[src/rtl/vga_scanout_if.sv]
// VRAM read port plus video pins of the scan-out stage.
interface vga_scanout_if;
    logic [31:0] gpu_address;
    logic [7:0]  vram_in;
    logic        hsync;
    logic        vsync;
    logic        blank_n;
    logic        frame_start;
    logic [7:0]  r;
    logic [7:0]  g;
    logic [7:0]  b;

    modport master (
        output gpu_address, hsync, vsync, blank_n, frame_start, r, g, b,
        input  vram_in
    );

    modport slave (
        input  gpu_address, hsync, vsync, blank_n, frame_start, r, g, b,
        output vram_in
    );
endinterface

[src/rtl/vga_scanout.sv]
// VGA scan-out: raster counters, windowed VRAM addressing and a 3-cycle aligned output pipe.
// Define VGA_SCANOUT_PIXEL_DOUBLE_EN to show each image pixel as a 2x2 screen block.
module vga_scanout #(
    parameter int unsigned H_ACTIVE  = 640,
    parameter int unsigned H_FP      = 16,
    parameter int unsigned H_SYNC    = 96,
    parameter int unsigned H_BP      = 48,
    parameter int unsigned V_ACTIVE  = 480,
    parameter int unsigned V_FP      = 10,
    parameter int unsigned V_SYNC    = 2,
    parameter int unsigned V_BP      = 33,
    parameter int unsigned IMG_W     = 240,
    parameter int unsigned IMG_H     = 240,
    parameter int unsigned X0        = 0,
    parameter int unsigned Y0        = 0,
    parameter logic [31:0] BASE_ADDR = 32'h0
) (
    input  logic          gpu_clk,
    input  logic          rst,
    input  logic          display_en,
    vga_scanout_if.master bus
);

`ifdef VGA_SCANOUT_PIXEL_DOUBLE_EN
    localparam int unsigned SHIFT = 1;
`else
    localparam int unsigned SHIFT = 0;
`endif

    localparam int unsigned WIN_W    = IMG_W << SHIFT;
    localparam int unsigned WIN_H    = IMG_H << SHIFT;
    localparam int unsigned H_TOTAL  = H_ACTIVE + H_FP + H_SYNC + H_BP;
    localparam int unsigned V_TOTAL  = V_ACTIVE + V_FP + V_SYNC + V_BP;
    localparam int unsigned HW       = $clog2(H_TOTAL);
    localparam int unsigned VW       = $clog2(V_TOTAL);
    localparam int unsigned HS_START = H_ACTIVE + H_FP;
    localparam int unsigned HS_END   = HS_START + H_SYNC;
    localparam int unsigned VS_START = V_ACTIVE + V_FP;
    localparam int unsigned VS_END   = VS_START + V_SYNC;

    typedef struct packed {
        logic hsync;
        logic vsync;
        logic blank_n;
        logic in_win;
        logic frame_start;
    } pipe_t;

    localparam pipe_t PIPE_IDLE = '{
        hsync: 1'b1, vsync: 1'b1, blank_n: 1'b0, in_win: 1'b0, frame_start: 1'b0
    };

    logic [HW-1:0] h_cnt_q, h_cnt_d;
    logic [VW-1:0] v_cnt_q, v_cnt_d;
    logic [31:0]   h32, v32, dx, dy, xi, yi;
    logic          active, in_win;
    logic [31:0]   addr_q, addr_d;
    pipe_t         s1_q, s1_d, s2_q;
    logic          hsync_q, vsync_q, blank_q, fs_q;
    logic [7:0]    pix_q, pix_d;

    assign h32 = 32'(h_cnt_q);
    assign v32 = 32'(v_cnt_q);

    always_comb begin
        h_cnt_d = h_cnt_q + HW'(1);
        v_cnt_d = v_cnt_q;
        if (h32 == H_TOTAL - 1) begin
            h_cnt_d = '0;
            v_cnt_d = (v32 == V_TOTAL - 1) ? '0 : v_cnt_q + VW'(1);
        end
    end

    // Offsets left of / above the origin wrap to huge values, so one unsigned compare per
    // axis covers both window bounds.
    assign dx     = h32 - X0;
    assign dy     = v32 - Y0;
    assign xi     = dx >> SHIFT;
    assign yi     = dy >> SHIFT;
    assign active = (h32 < H_ACTIVE) && (v32 < V_ACTIVE);
    assign in_win = active && (dx < WIN_W) && (dy < WIN_H);

    always_comb begin
        addr_d         = in_win ? (BASE_ADDR + yi * IMG_W + xi) : BASE_ADDR;
        s1_d           = PIPE_IDLE;
        s1_d.hsync     = !((h32 >= HS_START) && (h32 < HS_END));
        s1_d.vsync     = !((v32 >= VS_START) && (v32 < VS_END));
        s1_d.blank_n   = active;
        s1_d.in_win    = in_win;
        s1_d.frame_start = (h_cnt_q == '0) && (v_cnt_q == '0);
    end

    // vram_in belongs to the pixel now in stage 2; display_en is taken at this same edge.
    always_comb begin
        pix_d = 8'h00;
        if (s2_q.blank_n && s2_q.in_win && display_en) begin
            pix_d = bus.vram_in;
        end
    end

    always_ff @(posedge gpu_clk or negedge rst) begin
        if (!rst) begin
            h_cnt_q <= '0;
            v_cnt_q <= '0;
            addr_q  <= BASE_ADDR;
            s1_q    <= PIPE_IDLE;
            s2_q    <= PIPE_IDLE;
            hsync_q <= 1'b1;
            vsync_q <= 1'b1;
            blank_q <= 1'b0;
            fs_q    <= 1'b0;
            pix_q   <= 8'h00;
        end else begin
            h_cnt_q <= h_cnt_d;
            v_cnt_q <= v_cnt_d;
            addr_q  <= addr_d;
            s1_q    <= s1_d;
            s2_q    <= s1_q;
            hsync_q <= s2_q.hsync;
            vsync_q <= s2_q.vsync;
            blank_q <= s2_q.blank_n;
            fs_q    <= s2_q.frame_start;
            pix_q   <= pix_d;
        end
    end

    assign bus.gpu_address = addr_q;
    assign bus.hsync       = hsync_q;
    assign bus.vsync       = vsync_q;
    assign bus.blank_n     = blank_q;
    assign bus.frame_start = fs_q;
    assign bus.r           = pix_q;
    assign bus.g           = pix_q;
    assign bus.b           = pix_q;

endmodule

[src/flat_wrapper.sv]
// flat-port wrapper written by rule: the top's interface ports become plain ports
module vga_scanout_flat 
#(
    parameter int unsigned H_ACTIVE  = 640,
    parameter int unsigned H_FP      = 16,
    parameter int unsigned H_SYNC    = 96,
    parameter int unsigned H_BP      = 48,
    parameter int unsigned V_ACTIVE  = 480,
    parameter int unsigned V_FP      = 10,
    parameter int unsigned V_SYNC    = 2,
    parameter int unsigned V_BP      = 33,
    parameter int unsigned IMG_W     = 240,
    parameter int unsigned IMG_H     = 240,
    parameter int unsigned X0        = 0,
    parameter int unsigned Y0        = 0,
    parameter logic [31:0] BASE_ADDR = 32'h0
)
  (gpu_clk, rst, display_en, bus_gpu_address, bus_hsync, bus_vsync, bus_blank_n, bus_frame_start, bus_r, bus_g, bus_b, bus_vram_in);
  vga_scanout_if bus_i ();
  input  logic gpu_clk;
  input  logic rst;
  input  logic display_en;
  output wire logic [$bits(bus_i.gpu_address)-1:0] bus_gpu_address;
  output wire logic [$bits(bus_i.hsync)-1:0] bus_hsync;
  output wire logic [$bits(bus_i.vsync)-1:0] bus_vsync;
  output wire logic [$bits(bus_i.blank_n)-1:0] bus_blank_n;
  output wire logic [$bits(bus_i.frame_start)-1:0] bus_frame_start;
  output wire logic [$bits(bus_i.r)-1:0] bus_r;
  output wire logic [$bits(bus_i.g)-1:0] bus_g;
  output wire logic [$bits(bus_i.b)-1:0] bus_b;
  input wire logic [$bits(bus_i.vram_in)-1:0] bus_vram_in;
  assign bus_gpu_address = bus_i.gpu_address;
  assign bus_hsync = bus_i.hsync;
  assign bus_vsync = bus_i.vsync;
  assign bus_blank_n = bus_i.blank_n;
  assign bus_frame_start = bus_i.frame_start;
  assign bus_r = bus_i.r;
  assign bus_g = bus_i.g;
  assign bus_b = bus_i.b;
  assign bus_i.vram_in = bus_vram_in;
  vga_scanout #(.H_ACTIVE(H_ACTIVE), .H_FP(H_FP), .H_SYNC(H_SYNC), .H_BP(H_BP), .V_ACTIVE(V_ACTIVE), .V_FP(V_FP), .V_SYNC(V_SYNC), .V_BP(V_BP), .IMG_W(IMG_W), .IMG_H(IMG_H), .X0(X0), .Y0(Y0), .BASE_ADDR(BASE_ADDR)) u_core (.gpu_clk(gpu_clk), .rst(rst), .display_en(display_en), .bus(bus_i));
endmodule
[config.mk]
export PLATFORM = sky130hd
export DESIGN_NAME = vga_scanout_flat
export DESIGN_NICKNAME = d
export VERILOG_FILES = /design/src/rtl/vga_scanout_if.sv /design/src/rtl/vga_scanout.sv /design/src/flat_wrapper.sv
export SDC_FILE = /design/constraint.sdc
export NUM_CORES = 1
export LEC_CHECK = 0
export ABC_AREA = 1
export CORE_MARGIN = 3
export CORE_UTILIZATION = 49
export CTS_CLUSTER_SIZE = 30
export DETAILED_ROUTE_END_ITERATION = 8
export PLACE_DENSITY_LB_ADDON = 0.05
export SLEW_MARGIN = 20
export SYNTH_ARGS = -nofsm -noshare
export SYNTH_HDL_FRONTEND = slang
export SYNTH_SLANG_ARGS = --single-unit
[constraint.sdc]
create_clock -name gpu_clk -period 3.72 [get_ports gpu_clk]
set_input_delay 0.558 -clock gpu_clk [delete_from_list [all_inputs] [get_ports gpu_clk]]
set_output_delay 0.558 -clock gpu_clk [all_outputs]
set_load 0.02 [all_outputs]
Fig. 1: run 1, wire density map
Bar = 20 um. The die is cut into 20 by 20 equal tiles; dark purple is low, yellow is high, scaled to the fullest tile. Values are wire area over tile area, all layers added.
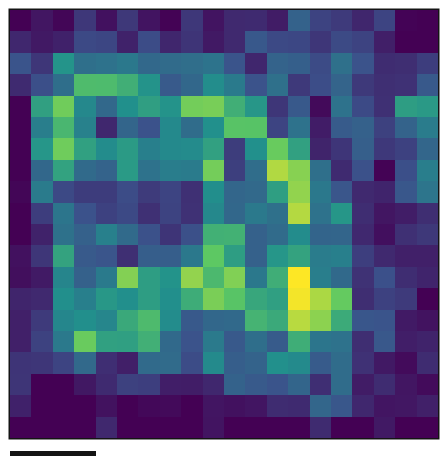
nearly empty tiles: 9.8%
densest ninth of the die: middle
fullest tile: 0.45
mean over tiles: 0.13
tiles over half the peak: 18%
vias: 3175
GRT Util Overall: 18.16%
Detailed Route WL: 8.321 mm

Fig. 2: run 1, drive-strength map
Bar = 20 um.
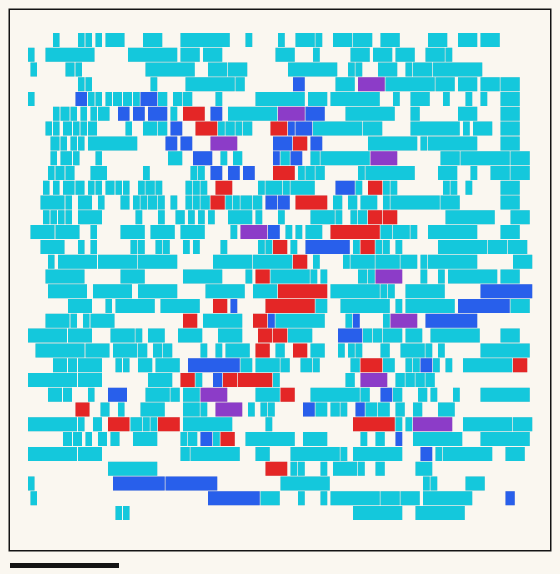
[blue] x2 | cells: 47 | most used: nand2_2
[purple] x6 and larger | cells: 11 | most used: clkbuf_8
[red] x3 and x4 | cells: 37 | most used: buf_4
[cyan] x1 and smaller | cells: 455 | most used: inv_1
area grow syn2layout: 21.42%
design area: 5184 sq um
nonclk buf count: 76

Fig. 3: run 1, sequential cells coloured by netlist name
Other sequential cells in the stronger grey, the rest of the logic in the fainter grey.
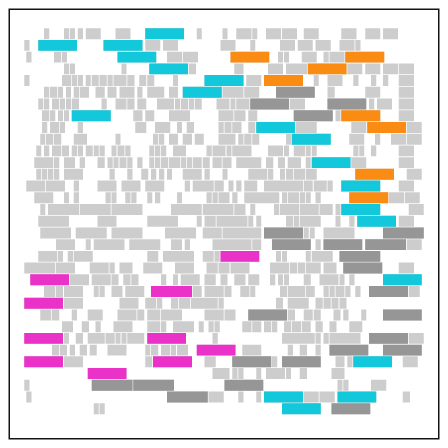
[orange] u_core.bus.b | placed flops: 8 | where: top right
[magenta] u_core.v_cnt_q | placed flops: 10
[cyan] u_core.bus.gpu_address | placed flops: 19

Fig. 4: run 1, routed clock nets over the placement
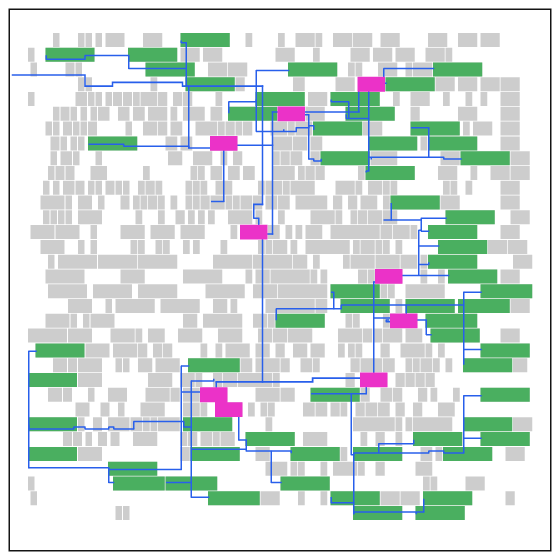
[green] flip-flops | count: 61
[blue] clock wires | length: 855 um
[magenta] clock-net drivers | count: 9
routed clock nets: 10
Clock Power: 0.527 mW
clock skew: 13.68 ps
clock share of power: 41.2%
Clk Latency, worst-skew pair: 340 ps

==> out/results.ini, run 1 <==
[synth]
ys_top_cells_by_count = 84 x inv_1, 59 x nand2_1, 55 x dfrtp_1, 42 x ha_1, 39 x nor2_1
fa_ha_area_share_pct = 20.75
synth.ff_latch_count = 61
ys_warn_count = 0
ys_sh_aoi_pct = 7.474
synth_area_sq_um = 4269
simple_gate_share_pct = 19.93
top_logic_kind = adder cells
synth_cells = 477
synth_top_area_share_pct = 32.24
edf_count = 0
synthMuxAreaShare_pct = 0
yosys.stat.seqShare_pct = 35.93
ys_cells = 477
most_common_cell = inv_1
async_flop_share_pct = 100.0

[clock_network]
numCtsBuffers = 9
cts_sinks = 61
cts_tree = built
cts.path.max_buffers = 2

[global_route]
grt_pass1_vias = 3108
grt_antenna_before_repair = 0
gr-total-overflow = 0
grt_pass1_wl_mm = 14.62
use_met3_pct = 3.927

[detailed_routing]
top_layer_used = met4
drc = 0
first_pass_iters = 5
met2WireLength_mm = 4.025
met1Wirelength_mm = 3.882
route.met3.wl_um = 320
drt_iter0_drc = 117
via_per_inst = 4.847
ant_nets = 0

[worst_setup_path]
path_buffers = 1
end_kind = register
max_stage_delay_ps = 540
r2r_cells = 18
crit_fanout = 4
start_kind = register
rr_endpoint = u_core.bus.gpu_address[16]
rrSetupSlack_ps = 130
critPathRequiredTime_ps = 3990
critical_path_depth = 18
setup.worst_path.end = u_core.bus.gpu_address[16]
crit_family = adder cells
cp_data_arrival_time_ps = 3860

[hold_path]
hold_path_class = in -> async

[die]
initial_utilization_pct = 51.19
die_y_um = 99.34
io_pins = 71
num_rows = 33

[place]
placed_area_sq_um = 4846
post-dp-hpwl_mm = 6.597
dp.cells = 630

[power_and_ir_drop]
p_sw_mw = 0.3210
sw_frac_of_total_pct = 25.05
internal_power_mw = 0.9603
power_density_nw_per_um2 = 247.2
p_total_mw = 1.281
p_leak_nw = 2.618
power_frac_seq_pct = 52.4

[layout]
final_common_cell = inv_1
final_cell_mix = 82 x inv_1, 56 x clkdlybuf4s50_1, 54 x nand2_1, 54 x dfrtp_1, 39 x ha_1
layout-drive-gt1-share_pct = 17.27
final_cells = 655
fin_util_pct = 62.15

[flow_run]
maxCapViolations = 0
log.warning_count = 49

[timing]
hold_violations = 0
finalSetupTns_ps = 0
finalCritPeriodShare_pct = 96.37
max-slew-margin-rel_pct = 56.83
setup_ws_ps = 134.9
finalSetupViolations = 0
layout_min_cycle_time_ps = 3585
timing.fmax_mhz = 278.9

[status]
outcome = finished clean

## run 1: flip-flops by register name (all words and copies together), names as in the netlist
signal	count
u_core.bus.gpu_address	19
u_core.h_cnt_q	10
u_core.v_cnt_q	10
u_core.bus.b	8
u_core.s1_q	5
u_core.s2_q	5
u_core.bus.blank_n	1
u_core.bus.frame_start	1
u_core.bus.hsync	1
u_core.bus.vsync	1
## run 1: worst min-delay path by stage
stage,start,endpoint,slack [ps],depth (start not counted)
floorplan,rst,u_core.bus.b[0],260,0
global placement,u_core.s1_q[1],u_core.s2_q[1],330,0
detailed placement,u_core.s1_q[1],u_core.s2_q[1],340,0
CTS,rst,u_core.s2_q[0],260,1
global route,rst,u_core.bus.gpu_address[3],280,1
finish,rst,u_core.bus.gpu_address[2],240,1
## run 1: layout make-up
type,instances,share of cell area [%]
repair buffers,76,13.66
flip-flops and latches,61,29.62
multi-input cells,307,44.22
well taps,105,2.534
clock inverters,5,0.7000
inverters,90,6.541
clock buffers,11,2.728
## run 1: power groups by stage
stage          sequential [mW]  clock (mW)  combinational (mW)
3_5_place_dp             0.683           0              0.0852
3_3_place_gp             0.683           0              0.0844
5_1_grt                  0.671       0.574              0.0905
6_report                 0.671       0.527              0.0831
4_1_cts                  0.671       0.544              0.0853
2_1_floorplan            0.689           0              0.0508
## run 1: worst register-to-register path, cell delays in order, from the launching register on
cell and delay, ps:
dfrtp_2 450, fa_1 540, fa_1 510, buf_4 160
ha_4 250, nand2_1 50, nand2_2 80, nand2_2 50
xnor2_1 120, ha_1 350, nand2_2 100, nor3_4 150
nor2_2 80, nor2_4 140, nand2_2 90, nor2_4 140
nand2_2 80, o21a_1 110, nor2_1 90
## run 1: what timing repair did
item	CTS	global route
endpoints found under the setup margin	0	8
gates resized	0	22
setup buffers	0	9
hold buffers	0	0
## Run 2: what changed since run 1
- CORE_UTILIZATION: 49 -> 50
- CTS_BUF_LIST: default -> sky130_fd_sc_hd__clkbuf_8
- GPL_TIMING_DRIVEN: default -> 0
Fig. 5: run 2, sequential cells coloured by netlist name
Other sequential cells in the stronger grey, the rest of the logic in the fainter grey.
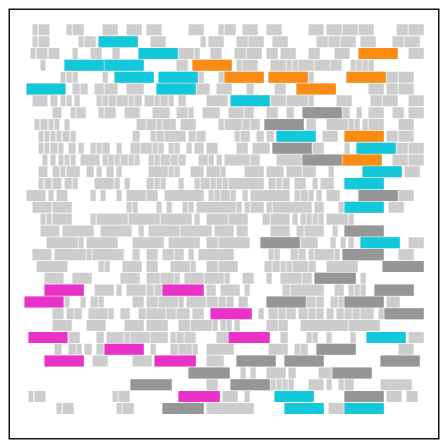
[cyan] u_core.bus.gpu_address | placed flops: 19 | where: spread over the die
[orange] u_core.bus.b | placed flops: 8 | where: top right
[magenta] u_core.v_cnt_q | placed flops: 10
not coloured: 24

Fig. 6: run 2, metal 4
Bar = 20 um. Supply wires on this layer in grey.
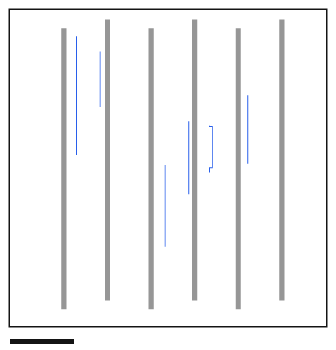
main direction: vertical
share of all routed wire: 1.6%
longest straight run: 36.7 um

Fig. 7: run 2, routed clock nets over the placement
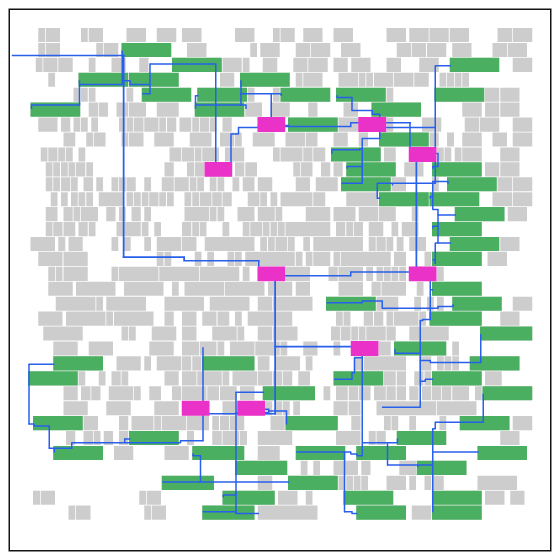
[green] flip-flops | count: 61
[magenta] clock-net drivers | count: 9
[blue] clock wires | length: 836 um
flops lie: spread over the die
Clock Power: 0.663 mW
clock skew: 11.66 ps
clock share of power: 46.0%

==> run 2 against run 1 <==
  * Critical path type unchanged
  * Register-to-register slack about the same
  * Largest cell class unchanged
  * Combinational power up about 30%
  * Core utilization up 4.9 points
  * Clock power up 26%
  * Worst setup slack better by 8.3 ps
  * Synthesized cell count unchanged
  * Count of clock-buffer cells in the layout down 2
  * Critical endpoint is now u_core.bus.gpu_address[14]
  * Routed wire length up 1.7%
  * First-iteration DRC count up 8.5%
==> out/results.ini, run 2 <==
[layout]
final_cell_mix = 79 x inv_1, 56 x clkdlybuf4s50_1, 54 x nand2_1, 50 x buf_4, 50 x dfrtp_1
layout-drive-gt1-share_pct = 23.63
final_common_cell = inv_1
area_growth_pct = 29.69
finalNetCount = 650
largest_register_ff_count = 19
n_antenna_cell = 0
fillers = 686

[worst_setup_path]
rrSetupSlack_ps = 140
critPathRequiredTime_ps = 3990
critical_path_depth = 16
rr_endpoint = u_core.bus.gpu_address[14]
path_buffers = 3
crit_family = adder cells
critical_path_class = reg -> reg
end_kind = register
start_kind = register
cp_data_arrival_time_ps = 3840
setup.worst_path.end = u_core.bus.gpu_address[14]
max_stage_delay_ps = 570
r2r_cells = 16
cpMaxStageDelayCell = fa_1
crit_fanout = 4

[die]
initial_utilization_pct = 51.70
die_y_um = 98.40
die_area_sq_um = 9683
io_pins = 71
num_rows = 33

[synth]
async_flop_share_pct = 100.0
synth.ff_latch_count = 61
ys_warn_count = 0
synth_top_area_share_pct = 32.24
synth_area_sq_um = 4269
syn_avg_cell_area_sq_um = 8.950
synthTopCellsByArea = dfrtp_1 32%, ha_1 12%, fa_1 8.4%
ys_cells = 477
most_common_cell = inv_1
yosys.stat.seqShare_pct = 35.93
yosysUniqueCellTypes = 42
edf_count = 0
synth_cells = 477
ys_top_cells_by_count = 84 x inv_1, 59 x nand2_1, 55 x dfrtp_1, 42 x ha_1, 39 x nor2_1

[place]
post-dp-hpwl_mm = 6.452
gp_congestion = 0.8568

[power_and_ir_drop]
p_sw_mw = 0.3398
power_density_nw_per_um2 = 260.4
power_frac_seq_pct = 46.5
internal_power_mw = 1.102
p_leak_nw = 2.829
sw_frac_of_total_pct = 23.57

[flow_run]
log.warning_count = 48
maxCapViolations = 0

[timing]
finalSetupViolations = 0
layout_min_cycle_time_ps = 3577
finalCritPeriodShare_pct = 96.15
slew_viol_final = 0
setup_ws_ps = 143.3
hold_violations = 0
timing.fmax_mhz = 279.6
whs_ps = 80.75

[clock_network]
hold_buffers = 0
numCtsBuffers = 9
cts.path.max_buffers = 2
cts_sinks = 61
cts_setup_buffers = 2
insertion_delay_ps = 340
cts_tree = built
cts_resized = 8

[global_route]
grt_max_degree = 43
grt_pass1_wl_mm = 14.41
gr-total-overflow = 0
track_usage_pct = 18.18
grt_pass1_vias = 3196
grt_antenna_before_repair = 0

[hold_path]
hold_path_class = in -> async

[detailed_routing]
vias = 3303
wl_mm = 8.462
drt_iter0_drc = 127
drc = 0
via_per_inst = 4.794
first_pass_iters = 4
ant_nets = 0

[status]
outcome = finished clean

## run 2: cell counts after synthesis
No cell type changed its count.
## run 2: layout make-up
cell class,count,area [sq um],share of cell area [%]
repair buffers,79,749.5,13.54
flip-flops and latches,61,1540,27.82
multi-input cells,307,2307,41.67
well taps,105,131.4,2.373
inverters,90,345.3,6.237
clock inverters,7,98.84,1.785
clock buffers,9,123.9,2.237
plain buffers,31,240.2,4.339
## run 2: metrics by stage
stage / cell area (sq um) / TNS, ps / utilization, % / total power, mW / instances
CTS: 5284 / 0 / 63.98 / 1.455 / 670
global placement: 5016 / -493.7 / 60.74 / 0.7897 / 651
finish: 5537 / 0 / 67.05 / 1.442 / 689
detailed placement: 5034 / -504.6 / 60.95 / 0.7932 / 652
global route: 5537 / -104.2 / 67.05 / 1.499 / 689
floorplan: 4314 / 0 / - / 0.7398 / 489
## run 2: per-layer routing
layer	vias up	routed length [um]	global-route usage, %
met5	-	0	0
met4	0	138	5.987
met3	13	313	4.571
met2	70	4198	29.75
met1	1553	3811	23.67
li1	1667	-	-
## run 2: logic make-up (layout without fill, tap and decap cells)
family | Yosys count | in the layout | synth area share [%]
other | 1 | 13 | 0.08784
XOR/XNOR | 11 | 11 | 2.257
buffers and inverters | 121 | 216 | 13.57
flip-flops | 61 | 61 | 35.93
adder cells (fa/ha/maj) | 60 | 60 | 20.75
AND-OR/OR-AND | 56 | 56 | 7.473
AND/OR/NAND/NOR | 167 | 167 | 19.93
## run 2: power groups by stage
stage / Combinational [mW] / Clock (mW) / Sequential, mW
floorplan: 0.0508 / 0 / 0.689
global placement: 0.106 / 0 / 0.683
detailed placement: 0.110 / 0 / 0.684
CTS: 0.110 / 0.675 / 0.671
global route: 0.117 / 0.711 / 0.671
finish: 0.108 / 0.663 / 0.671
## Run 3: what changed since run 2
- CORE_MARGIN: 3 -> 1
- GPL_ROUTABILITY_DRIVEN: default -> 0
- SKIP_LAST_GASP: default -> 1
Fig. 8: run 3, cell placement
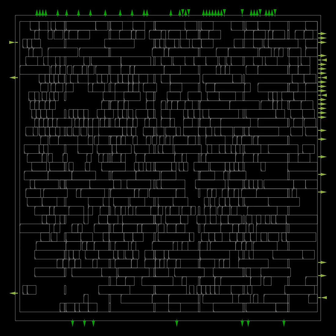
well tap count: 105
Seq/total area: 28.26%

Fig. 9: run 3, sequential cells coloured by netlist name
Other sequential cells in the stronger grey, the rest of the logic in the fainter grey.
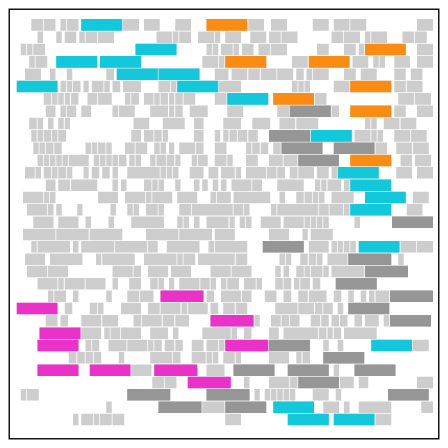
[magenta] u_core.v_cnt_q | placed flops: 10
[orange] u_core.bus.b | placed flops: 8 | where: top right
[cyan] u_core.bus.gpu_address | placed flops: 19 | where: spread over the die
not coloured: 24
Seq. pwr: 0.671 mW
Sequential Area: 1540 sq um
post-layout util: 66.00%

Fig. 10: run 3, metal 4
Bar = 20 um. Supply wires on this layer in grey.
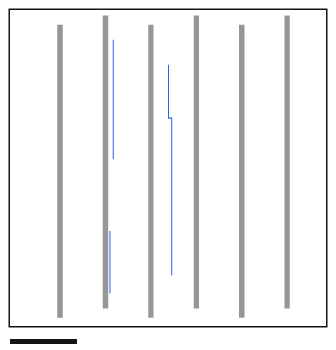
longest straight run: 46.8 um
main direction: vertical
nets with wire on the layer: 3
share of all routed wire: 1.4%
wire length on this layer: 117 um
Detailed Route WL: 8.268 mm
vias: 3283

==> run 3 against run 2 <==
  * Sequential power about the same
  * Synthesized cell count unchanged
  * Worst setup slack better by 21 ps
  * Global-route usage grew 2.0 points
  * Core utilization shrank 1.0 points
  * Sequential share of layout area grew 0.44 points
  * Flip-flop count stayed put
  * Combinational power is essentially flat
  * Worst hold slack lost 12 ps
  * Critical path depth decreased by 1
  * Critical path type unchanged
  * Largest power group unchanged
  * Highest routed layer unchanged
==> out/results.ini, run 3 <==
[timing]
timing.fmax_mhz = 281.2
skew_ps = 14.10
finalSetupViolations = 0
finalSetupTns_ps = 0
finalCritPeriodShare_pct = 95.58
setup_ws_ps = 164.3
hold_violations = 0
slew_viol_final = 0

[power_and_ir_drop]
pwr-share-clk_pct = 40.2
internal_power_mw = 0.9633
power_density_nw_per_um2 = 239.2
p_sw_mw = 0.3406
p_leak_nw = 2.778
p_total_mw = 1.304
power_frac_seq_pct = 51.5

[status]
outcome = finished clean

[global_route]
grt_pass1_vias = 3168
grt_max_degree = 43
grt_pass1_wl_mm = 13.88
gr-total-overflow = 0

[layout]
fin_area_sq_um = 5450
finalNetCount = 648
area_growth_pct = 27.67
final_cell_mix = 78 x inv_1, 56 x clkdlybuf4s50_1, 55 x nand2_1, 50 x dfrtp_1, 49 x buf_4
layout-drive-gt1-share_pct = 23.37
n_antenna_cell = 0

[clock_network]
cts_setup_buffers = 4
insertion_delay_ps = 350
cts_resized = 8
cts_tree = built
hold_buffers = 0
cts_sinks = 61

[die]
die_area_sq_um = 8911
io_pins = 71
initial_utilization_pct = 51.70

[detailed_routing]
route.met3.wl_um = 375
drc = 0
met1Wirelength_mm = 3.660
met2WireLength_mm = 4.115
via_per_inst = 4.779
ant_nets = 0
first_pass_iters = 4
top_layer_used = met4

[place]
dp.cells = 652
placed_area_sq_um = 5034
post-dp-hpwl_mm = 6.288

[synth]
xor_area_share_pct = 2.257
fa_ha_area_share_pct = 20.75
top_logic_kind = adder cells
synth_area_sq_um = 4269
ys_top_cells_by_count = 84 x inv_1, 59 x nand2_1, 55 x dfrtp_1, 42 x ha_1, 39 x nor2_1
synth_top_area_share_pct = 32.24
yosys.stat.seqShare_pct = 35.93
yosysUniqueCellTypes = 42
synthMuxAreaShare_pct = 0
simple_gate_share_pct = 19.93
ys_warn_count = 0
synth_cells = 477
synth.ff_latch_count = 61
ys_sh_aoi_pct = 7.474
ys_cells = 477
edf_count = 0

[worst_setup_path]
max_stage_delay_ps = 580
cpMaxStageDelayCell = fa_1
start_kind = register
end_kind = register
crit_fanout = 4
critical_path_class = reg -> reg
critPathRequiredTime_ps = 3960
rrSetupSlack_ps = 160
r2r_cells = 15
rr_endpoint = u_core.bus.gpu_address[16]

[hold_path]
hold_path_class = in -> async

[flow_run]
maxCapViolations = 0
log.warning_count = 49

run 3: cell types whose count changed in the layout (fill, tap and decap cells not counted), sizes merged:
cell and delta:
buf -2, clkinvlp +4, bufinv -2, clkinv -2
run 3: cell families after synthesis:
group           after synthesis
simple gates                167
buf+inv                     121
flops                        61
fa+ha+maj                    60
compound gates               56
xor+xnor                     11
other cells                   1
run 3: worst max path at each step:
stage | startpoint | to | cells after the start
after floorplan | u_core.v_cnt_q[3] | u_core.bus.gpu_address[16] | 19
after global placement | u_core.v_cnt_q[3] | u_core.bus.gpu_address[16] | 19
after detailed placement | u_core.v_cnt_q[3] | u_core.bus.gpu_address[16] | 19
after CTS | u_core.v_cnt_q[4] | u_core.bus.gpu_address[16] | 16
after global routing | u_core.v_cnt_q[1] | u_core.bus.gpu_address[16] | 15
final | u_core.v_cnt_q[1] | u_core.bus.gpu_address[16] | 15
run 3: per-layer routing:
metal,GRT usage [%],up-vias
li1,-,1664
met1,24.94,1545
met2,34.36,65
met3,4.106,9
met4,8.205,0
met5,0,-
run 3: final cells by class:
type / count / area (sq um) / area share, %
multi-input combinational: 307 / 2287 / 41.97
clock buffer: 9 / 123.9 / 2.273
sequential: 61 / 1540 / 28.26
tap: 105 / 131.4 / 2.410
inverter: 90 / 345.3 / 6.336
timing repair buffer: 77 / 730.7 / 13.41
clock inverter: 7 / 51.30 / 0.9412
buffer: 31 / 240.2 / 4.408
run 3: power by group through the flow:
stage	Sequential, mW	Combinational (mW)	Clock (mW)
detailed placement	0.684	0.110	0
floorplan	0.689	0.0508	0
global route	0.671	0.118	0.572
global placement	0.683	0.106	0
finish	0.671	0.108	0.525
CTS	0.671	0.110	0.537
Power and IR drop assume default switching activity.
